`src/rtl/memory_game_ctrl.sv`:
```
// memory_game_ctrl: round sequencer for the memory game.
//
// A start press begins a round. The show phase puts DISPLAY_CYCLE random values on the LEDs,
// each one for SHOW_TICKS game ticks, and writes each into the register file. The entry phase
// then compares each switch entry, taken on a confirm press, with the stored value and counts
// the score. RESULT shows the verdict until the next start press.
//
// Ports:
//   clk, reset           system clock; synchronous active-high reset
//   tick                 one-clk game-pace strobe
//   start_key            start button level (rising edge used)
//   confirm_key          confirm button level (rising edge used)
//   rand_in[9:0]         current random value ("rand" is a reserved word in SystemVerilog)
//   sw[9:0]              player switch entry
//   rdata[9:0]           register file read data, combinational from rn
//   we, wn[3:0], d[9:0]  register file write port
//   rn[3:0]              register file read index
//   led[9:0]             LED display
//   busy                 round in progress (LOAD/SHOW/ENTER)
//   score[3:0]           matches counted this round
//   done, pass           in RESULT; pass set iff every entry matched
//
// Build option: define MISMATCH_ABORT_EN to end the round at the first mismatched entry.
module memory_game_ctrl #(
    parameter int unsigned DISPLAY_CYCLE = 10,
    parameter int unsigned SHOW_TICKS    = 2
) (
    input  logic       clk,
    input  logic       reset,
    input  logic       tick,
    input  logic       start_key,
    input  logic       confirm_key,
    input  logic [9:0] rand_in,
    input  logic [9:0] sw,
    input  logic [9:0] rdata,
    output logic       we,
    output logic [3:0] wn,
    output logic [9:0] d,
    output logic [3:0] rn,
    output logic [9:0] led,
    output logic       busy,
    output logic [3:0] score,
    output logic       done,
    output logic       pass
);

    localparam int unsigned TcntW = (SHOW_TICKS > 1) ? $clog2(SHOW_TICKS) : 1;
    localparam logic [3:0]       LastIdx   = 4'(DISPLAY_CYCLE - 1);
    localparam logic [3:0]       FullScore = 4'(DISPLAY_CYCLE);
    localparam logic [TcntW-1:0] LastTick  = TcntW'(SHOW_TICKS - 1);

    typedef enum logic [2:0] {StIdle, StLoad, StShow, StEnter, StResult} state_e;

    state_e           state_q, state_d;
    logic [3:0]       idx_q, idx_d;
    logic [TcntW-1:0] tcnt_q, tcnt_d;
    logic [3:0]       score_q, score_d;
    logic             pass_q, pass_d;
    logic [3:0]       wn_q, wn_d;
    logic [9:0]       d_q, d_d;
    logic             start_prev_q, confirm_prev_q;

    logic start_press, confirm_press;
    logic match, abort;

    assign start_press   = start_key & ~start_prev_q;
    assign confirm_press = confirm_key & ~confirm_prev_q;

    always_ff @(posedge clk) begin
        if (reset) begin
            state_q        <= StIdle;
            idx_q          <= '0;
            tcnt_q         <= '0;
            score_q        <= '0;
            pass_q         <= 1'b0;
            wn_q           <= '0;
            d_q            <= '0;
            start_prev_q   <= 1'b0;
            confirm_prev_q <= 1'b0;
        end else begin
            state_q        <= state_d;
            idx_q          <= idx_d;
            tcnt_q         <= tcnt_d;
            score_q        <= score_d;
            pass_q         <= pass_d;
            wn_q           <= wn_d;
            d_q            <= d_d;
            start_prev_q   <= start_key;
            confirm_prev_q <= confirm_key;
        end
    end

    always_comb begin
        state_d = state_q;
        idx_d   = idx_q;
        tcnt_d  = tcnt_q;
        score_d = score_q;
        pass_d  = pass_q;
        wn_d    = wn_q;
        d_d     = d_q;
        match   = (sw == rdata);
`ifdef MISMATCH_ABORT_EN
        abort   = ~match;
`else
        abort   = 1'b0;
`endif

        unique case (state_q)
            StIdle: begin
                if (start_press) begin
                    state_d = StLoad;
                    idx_d   = '0;
                    score_d = '0;
                    pass_d  = 1'b0;
                end
            end
            StLoad: begin
                // The written value doubles as the SHOW display value.
                wn_d    = idx_q;
                d_d     = rand_in;
                tcnt_d  = '0;
                state_d = StShow;
            end
            StShow: begin
                if (tick) begin
                    if (tcnt_q == LastTick) begin
                        if (idx_q < LastIdx) begin
                            idx_d   = idx_q + 4'd1;
                            state_d = StLoad;
                        end else begin
                            idx_d   = '0;
                            state_d = StEnter;
                        end
                    end else begin
                        tcnt_d = tcnt_q + 1'b1;
                    end
                end
            end
            StEnter: begin
                if (confirm_press) begin
                    if (match) begin
                        score_d = score_q + 4'd1;
                    end
                    if (abort) begin
                        pass_d  = 1'b0;
                        state_d = StResult;
                    end else if (idx_q == LastIdx) begin
                        pass_d  = (score_d == FullScore);
                        state_d = StResult;
                    end else begin
                        idx_d = idx_q + 4'd1;
                    end
                end
            end
            StResult: begin
                // A confirm press in the same clk is simply not looked at here.
                if (start_press) begin
                    state_d = StLoad;
                    idx_d   = '0;
                    score_d = '0;
                    pass_d  = 1'b0;
                end
            end
            default: state_d = StIdle;
        endcase
    end

    always_comb begin
        we    = (state_q == StLoad);
        wn    = we ? idx_q : wn_q;
        d     = we ? rand_in : d_q;
        rn    = (state_q == StEnter) ? idx_q : 4'd0;
        busy  = (state_q == StLoad) || (state_q == StShow) || (state_q == StEnter);
        done  = (state_q == StResult);
        pass  = done & pass_q;
        score = score_q;
        unique case (state_q)
            StLoad:   led = rand_in;
            StShow:   led = d_q;
            StEnter:  led = sw;
            StResult: led = pass_q ? 10'h3FF : 10'h000;
            default:  led = 10'h000;
        endcase
    end

endmodule
```
`config.mk`:
```
export PLATFORM = sky130hd
export DESIGN_NAME = memory_game_ctrl
export DESIGN_NICKNAME = d
export VERILOG_FILES = /design/src/rtl/memory_game_ctrl.sv
export SDC_FILE = /design/constraint.sdc
export NUM_CORES = 1
export LEC_CHECK = 0
export ABC_AREA = 1
export CAP_MARGIN = 40
export CORE_UTILIZATION = 44
export DETAILED_ROUTE_END_ITERATION = 8
export PLACE_DENSITY = 0.87
export SETUP_SLACK_MARGIN = 0.1
export SYNTH_ARGS = -nofsm -noshare
export SYNTH_HDL_FRONTEND = slang
export SYNTH_SLANG_ARGS = --single-unit
```
`constraint.sdc`:
```
create_clock -name clk -period 2.2 [get_ports clk]
set_clock_uncertainty 0.2 [all_clocks]
set_input_delay 0.44 -clock clk [delete_from_list [all_inputs] [get_ports clk]]
set_output_delay 0.44 -clock clk [all_outputs]
set_load 0.005 [all_outputs]
```
==> images/clock_wires.png <==
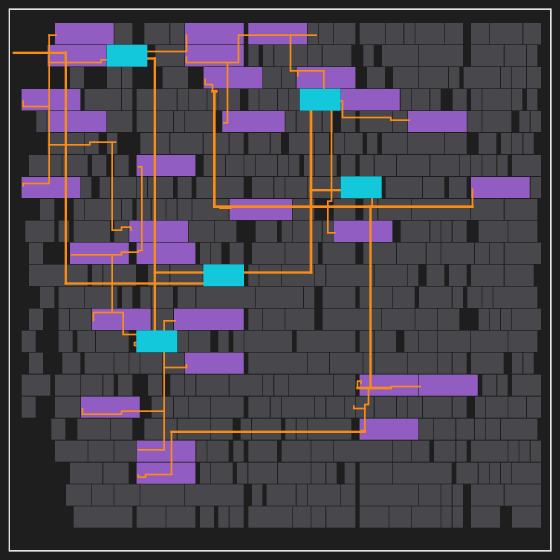
Key: flip-flops = purple [count 29]; clock-net drivers = cyan [count 5]; clock wires = orange [length 493 µm]
There are 6 routed clock nets.

==> images/m1.png <==
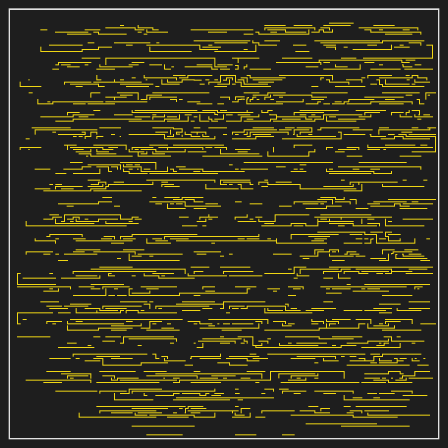
The wires run mostly horizontal. 422 nets have wire on it. The layer holds 32% of the routed length.

==> images/congestion_map.png <==
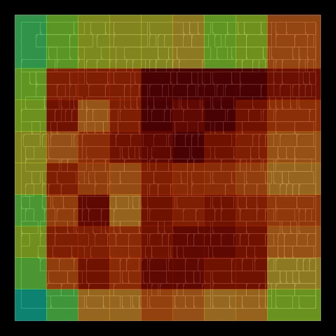
wire length per cell: 21.6 µm
global router's overall resource usage: 33.1%
Post-Route Utilization: 89.4%

==> images/ff_map.png <==
Other sequential cells in the stronger grey, the rest of the logic in the fainter grey.
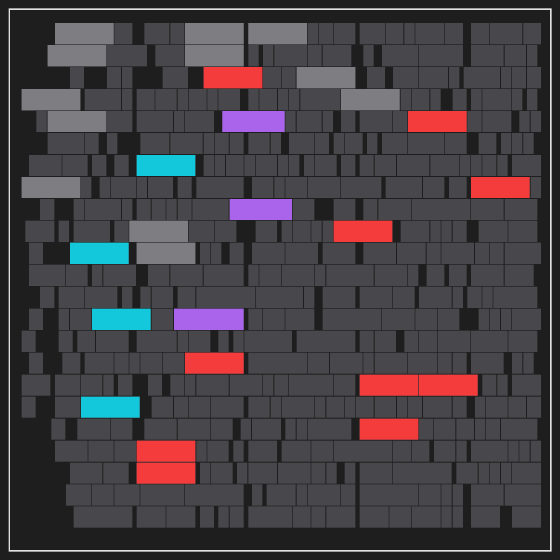
Key: `d_q` = red [sequential cells 10]; `wn_q` = cyan [sequential cells 4, where left middle]; `state_q` = purple [sequential cells 3]
Another 12 sequential cells are not coloured.
register share of the cell area: 16.3%
area of all sequential standard cells: 587 µm²
P_seq: 0.000744 W

==> out/results.tsv <==
metric	value	unit
part of the total power dissipated in sequential elements	20.5	%
Clock H-tree levels	2	
hold buffer count at cts	0	
area of combinational cells with multiple inputs	1440	µm²
final worst-path cycle share	108	%
synthesis-to-finish area growth	94.7	%
total routed wirelength	10300	µm
area of the core region	4030	µm²
status	finished with violations	
tally of max-capacitance violations	0	
cell taking the most area after synthesis	sky130_fd_sc_hd__dfxtp_1	
Synthesis Warnings	0	
Top cell area share	31.4	%
ys flops	29	
stage-log warning count	30	
capture point of the worst reg-to-reg path	idx_q[3]$_SDFFE_PP0P_	
Cell Pwr Density	1000	nW/µm²
worst setup slack after layout	-0.179	ns
cell area after synthesis	1850	µm²
Max IR drop VDD	0.719	mV
Inverters excl. clock	47	
global route total overflow	0	
comb_multi_in	205	
buffering stage count on the worst path with inverters included	5	
remaining routing DRC violations	0	
TritonCTS clock tree	done	
unique cell type count in the Yosys netlist	32	
critical path arrival	1.74	ns
Synth Flop Type	sky130_fd_sc_hd__dfxtp_1	
number of well taps	50	
count of flip-flops and latches	29	
final design area excluding fillers	3600	µm²
failing checks	setup timing	
reported net switching power	0.00159	W
share of power burned in combinational logic	66.9	%
largest net degree at the start of global routing	13	
clock network fraction of design power	12.6	%
later-pin clock latency in the skew report	0.30	ns
RSZ-0062 raised after global routing	true	
Setup-failing EPs final	26	
Hold Path Class	reg -> reg	
Largest Pwr Group	combinational cells	
Worst Reg-to-Reg Cells	11	
Reg clk slew, reported paths	0.08	ns
Final Power	0.00362	W
proportion of cell area spent on the clock network	2.22	%
maximum clock frequency	420	MHz
final tally of max-slew violations	0	
most instantiated logic cells after routing	sky130_fd_sc_hd__nand2_1 (51), sky130_fd_sc_hd__buf_4 (43), sky130_fd_sc_hd__clkdlybuf4s50_1 (34), sky130_fd_sc_hd__inv_1 (31), sky130_fd_sc_hd__dfxtp_1 (26)	
clock network power	0.000456	W
post-CTS setup buffer count	19	
Signal buf overhead	34.0	%
fill cell instance count of the final layout	176	
buffer depth of the longest clock path	2	
number of cells on the critical path	9	
## cells by family (layout without fill, tap and decap cells)
| logic type | count (synthesis) | in the layout | synth area share, % |
|---|---|---|---|
| xor gates and xnor gates | 3 | 3 | 1.42 |
| and+or+nand+nor | 143 | 143 | 34.1 |
| buffers and inverters | 54 | 191 | 11.2 |
| DFF | 29 | 29 | 31.4 |
| AOI/OAI and AO/OA | 55 | 55 | 19.3 |
| adders and majority gates | 4 | 4 | 2.70 |
## flip-flops by register name (all words and copies together) (netlist names)
register        count
d_q                10
idx_q               4
score               4
wn_q                4
state_q             3
confirm_prev_q      1
pass_q              1
start_prev_q        1
tcnt_q              1
## layer usage
metal	track usage (%)	wire, µm	vias to the layer above
met5	0	0	-
met4	20.2	934	0
met3	8.90	1200	114
met2	62.0	4810	310
met1	31.6	3320	1254
li1	-	-	1191
Power figures rest on the tool's default switching activity, not on a simulated workload.
